<file path="src/rtl/sram_host_seq.sv">
// Host-side sequencer for a serially loaded SRAM: shifts write data in MSB first,
// pulses the write/read strobes and waits (bounded) for read data.
module sram_host_seq #(
  parameter int DATA_WIDTH = 8,
  parameter int ADDR_WIDTH = 2,
  parameter int TIMEOUT    = 15
) (
  input  logic                  clk,
  input  logic                  rst,
  input  logic                  req_valid,
  output logic                  req_ready,
  input  logic                  req_we,
  input  logic [ADDR_WIDTH-1:0] req_addr,
  input  logic [DATA_WIDTH-1:0] req_wdata,
  output logic                  rsp_valid,
  output logic                  rsp_err,
  output logic [DATA_WIDTH-1:0] rsp_rdata,
  output logic                  serial_in,
  output logic                  shift,
  output logic                  w_en,
  output logic                  r_en,
  output logic [ADDR_WIDTH-1:0] addr,
  input  logic [DATA_WIDTH-1:0] data_out,
  input  logic                  data_valid
);

  localparam int MAX_CNT = (DATA_WIDTH > TIMEOUT) ? DATA_WIDTH : TIMEOUT;
  localparam int CNT_W   = $clog2(MAX_CNT + 1);

  typedef enum logic [2:0] {IDLE, SHIFT, WRITE, READ, WAIT, DONE} state_t;

  state_t                  state_reg, state_next;
  logic [ADDR_WIDTH-1:0]   addr_reg;
  logic [DATA_WIDTH-1:0]   sreg_reg;
  logic [DATA_WIDTH-1:0]   rdata_reg;
  logic [CNT_W-1:0]        cnt_reg;
  logic                    err_reg;

  always_ff @(posedge clk) begin
    if (rst) state_reg <= IDLE;
    else     state_reg <= state_next;
  end

  // Outputs decode state and registers only; req_*/data_* steer state_next alone.
  always_comb begin
    state_next = state_reg;
    req_ready  = 1'b0;
    rsp_valid  = 1'b0;
    rsp_err    = 1'b0;
    serial_in  = 1'b0;
    shift      = 1'b0;
    w_en       = 1'b0;
    r_en       = 1'b0;
    case (state_reg)
      IDLE: begin
        req_ready = !rst;
        if (req_valid && !rst) state_next = req_we ? SHIFT : READ;
      end
      SHIFT: begin
        shift     = 1'b1;
        serial_in = sreg_reg[DATA_WIDTH-1];
        if (cnt_reg == CNT_W'(DATA_WIDTH - 1)) state_next = WRITE;
      end
      WRITE: begin
        w_en       = 1'b1;
        state_next = DONE;
      end
      READ: begin
        r_en       = 1'b1;
        state_next = WAIT;
      end
      WAIT: begin
        if (data_valid || cnt_reg == CNT_W'(TIMEOUT - 1)) state_next = DONE;
      end
      DONE: begin
        rsp_valid  = 1'b1;
        rsp_err    = err_reg;
        state_next = IDLE;
      end
      default: state_next = IDLE;
    endcase
  end

  always_ff @(posedge clk) begin
    if (rst) begin
      addr_reg  <= '0;
      sreg_reg  <= '0;
      rdata_reg <= '0;
      cnt_reg   <= '0;
      err_reg   <= 1'b0;
    end else begin
      case (state_reg)
        IDLE: begin
          if (req_valid) begin
            addr_reg <= req_addr;
            sreg_reg <= req_wdata;
            cnt_reg  <= '0;
          end
        end
        SHIFT: begin
          sreg_reg <= sreg_reg << 1;
          cnt_reg  <= cnt_reg + 1'b1;
        end
        WRITE: err_reg <= 1'b0;
        READ:  cnt_reg <= '0;
        WAIT: begin
          cnt_reg <= cnt_reg + 1'b1;
          // Data arriving on the last allowed cycle still wins over the timeout.
          if (data_valid) begin
            rdata_reg <= data_out;
            err_reg   <= 1'b0;
          end else if (cnt_reg == CNT_W'(TIMEOUT - 1)) begin
            rdata_reg <= '0;
            err_reg   <= 1'b1;
          end
        end
        default: ;
      endcase
    end
  end

  assign addr      = addr_reg;
  assign rsp_rdata = rdata_reg;

endmodule

</file>
<file path="config.mk">
export PLATFORM = sky130hd
export DESIGN_NAME = sram_host_seq
export DESIGN_NICKNAME = d
export VERILOG_FILES = /design/src/rtl/sram_host_seq.sv
export SDC_FILE = /design/constraint.sdc
export NUM_CORES = 1
export LEC_CHECK = 0
export ABC_AREA = 1
export CAP_MARGIN = 20
export CORE_UTILIZATION = 40
export CTS_CLUSTER_DIAMETER = 50
export DETAILED_ROUTE_END_ITERATION = 12
export PLACE_DENSITY_LB_ADDON = 0.05
export SYNTH_ARGS = -nofsm -noshare
export SYNTH_HDL_FRONTEND = slang
export SYNTH_SLANG_ARGS = --single-unit
</file>
<file path="constraint.sdc">
create_clock -name clk -period 1.6 [get_ports clk]
set_input_delay 0.32 -clock clk [delete_from_list [all_inputs] [get_ports clk]]
set_output_delay 0.32 -clock clk [all_outputs]
set_load 0.01 [all_outputs]
</file>
met2.png
(4 px per µm)
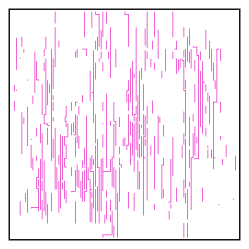
190 nets have wire on it. The longest straight run is 27.9 µm. The layer holds 49% of the routed length. The layer carries 1460 µm of wire.

metal_stack.png
(6 px per µm)
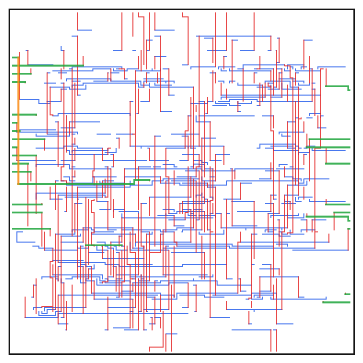
Key: met1 = blue [wire length 1400 µm]; met3 = green [wire length 125 µm]; met2 = red [wire length 1460 µm]; met4 = orange [wire length 21.1 µm]

pdn.png
(6 px per µm) Pins as bars on the die edge. Tap cells in gray.
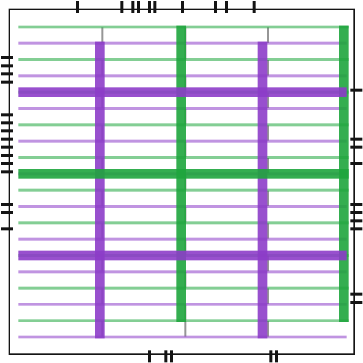
Key: VSS = purple; VDD = green
The core has 19 rows. 20 met1 rails follow the rows. 3 straps on met5.

==> results.txt <==
Implementation status.

- The worst setup path is launched from a register.
- The total count of max-transition violations in the final report is 0.
- The most common flop cell mapped by yosys is sky130_fd_sc_hd__dfxtp_1.
- The number of max-cap violations is 0.
- The startpoint of the most critical register-to-register path is state_reg[1].
- The total power draw is around 2.4 mW.
- The final report lists a non-filler cell total of ~250.
- The transition time at the pin with the least slew margin is ~0.27 ns.
- The highest cell delay on the worst timing path is 0.54 ns.
- The worst min-delay path class is register to register.
- The final number of hold-violating endpoints is 0.
- The logic depth of the worst register-to-register path is 8.
- The most common cell after layout, fill and taps aside is sky130_fd_sc_hd__nand2_1.
- From left edge to right edge, the die measures about 57 µm.
- The placement row count is 19.
- In the hold timing report, the worst path depth is 2.
- The final layout contains roughly 250 nets.
- The layer flagged by global routing as most heavily used is met2.
- After detailed routing, the met3 layer carries between 100 and 150 µm of wire.
- For this run, the register share of the synthesized area comes to 42.7%.
- The number of buffers inserted by hold repair at cts is 0.
- The checks that failed: design-rule violations.
- The met1 global-route usage is 23.8%.
- Summed over all nets, wire length on met2 after detailed routing comes to 1460 µm.
- The CTS log lists the clock sinks for this run as 26.
- The cell class with the largest area share is multi-input combinational cells.
- The total negative slack is 0 ns.
- The flow ran to the end, but the final reports show violations.
- The highest metal layer used by the detailed router is met4.
- The highest net fanout along the worst path is 2.
- The buffer type at the clock tree root is sky130_fd_sc_hd__clkbuf_4.
- The worst setup path is captured at a primary output.
- The detailed router put a total of between 1000 and 1500 µm of wire on met1.
- The core occupancy in the finished layout is 62.5%.
- In the final layout, the share of cells above drive strength 1 is 16.7%.
- The cell class contributing the biggest share of worst-path delay is buffers and inverters.
- The register-to-register path setup slack is 0.15 ns.
- The worst vdd rail ir drop is 0.711 mV.
- The count of vias placed by the detailed router is roughly 1.3k.
- According to the timing report, the critical path is captured at rsp_rdata[6].
- The clock network area share is 2.97%.
- The total routed wirelength is 3010 µm.
- The synthesis-to-layout area growth is 44.9%.
- Listed in order, past its start point the critical path passes clkdlybuf4s50_1.
- The script extracted a total leakage power of 0.763 nW.
- The worst slack on hold paths is approximately 0.47 ns.
- In the final layout, the multi-input gates occupy 658 µm².
- The STA report counts the stages on the worst setup path as 1.
- The global-route wire length before repair is 4970 µm.
- In this run the worst setup path begins at rsp_rdata[6].
- The top-level I/O count is 40.
- The number of antenna violations at the first check in global routing is 0.
- The post-detailed-route via-to-cell ratio is about 5.0.
- The number of clock buffers in the layout is 3.
- In the CTS report, the clock slew at the register clock pins of the worst setup and hold paths is listed as 0.15 ns.
- The area taken by sequential standard cells is reported as 529 µm².
- The required time reported for the critical path endpoint is 1.28 ns.
- For reference, the top cells by count after synthesis are 62 x sky130_fd_sc_hd__nand2_1, 26 x sky130_fd_sc_hd__dfxtp_1, 25 x sky130_fd_sc_hd__a21oi_1.
- For the worst min-delay path, the startpoint reported by OpenROAD is rsp_rdata[1].
- Across every metal layer, demand over resource in global routing totals 18.9%.
- Measured against its own limit, the worst slew margin works out to 81.8%.
- The synthesis log from Yosys contains 0 warnings.
- The worst-skew pair later-pin latency is 0.32 ns.
- The synthesized instance count is 174.
- The total cell area reported by yosys after synthesis is 1220 µm².
- met2 track demand over resource after global routing is 32.9%.
- The TritonCTS clock tree is yes.
- The async set or reset register ratio after synthesis is 0%.
- Once routing completed, OpenROAD measured the worst setup slack at ~0.048 ns.
- The number of cells after detailed placement is 247.
- In the layout the tool counted multi-input logic cells amounting to roughly 130.
- Per the layout report, the design carries 48 non-clock buffers.
- The number of inserted diodes is 0.
- Between clock sinks in the finished design, the worst skew comes to 0.0115 ns.
- The DRC violation total left in the routed layout is recorded as 2.
- The remaining number of nets flagged by the antenna check after routing is 0.
- The initial core utilization is 43.1%.
- The routability congestion estimate from global placement is 0.867.
- The number of clock buffers inserted by TritonCTS is 3.
- Looking at the gate-level netlist, the highest instance count belongs to sky130_fd_sc_hd__nand2_1.
- The number of buffers and inverters on the critical path is 1.
- Power spread over the standard cell area amounts to 1360 nW/µm².
- The HPWL reported at the end of detailed placement is about 2200 µm.
- The number of inserted filler cells in the final layout is 269.
- The average instance in the mapped netlist occupies roughly 7.0 µm².
- The non-clock inverter instance count of the final layout is 13.
- Per the OpenROAD floorplan log, the area of the core is 2830 µm².
- The worst slack at placement is -0.163 ns.
- Once the clock tree was built, the resizer swapped 26 gates to a different size.
==> kinds of logic (layout without fill, tap and decap cells) <==
kind of cell / count (synthesis) / in the layout / synth area share, %
simple gates: 92 / 92 / 33.4
compound gates: 34 / 34 / 14.2
flops: 26 / 26 / 42.7
buf+inv: 18 / 65 / 6.26
fa+ha+maj: 2 / 2 / 2.05
xor+xnor: 2 / 2 / 1.44
==> power breakdown <==
| group | internal, mW | total (mW) | switching, mW |
|---|---|---|---|
| registers | 0.792 | 0.881 | 0.0895 |
| logic | 0.448 | 1.08 | 0.635 |
| clock network | 0.253 | 0.448 | 0.195 |
Power is estimated from default activity; no workload was simulated.
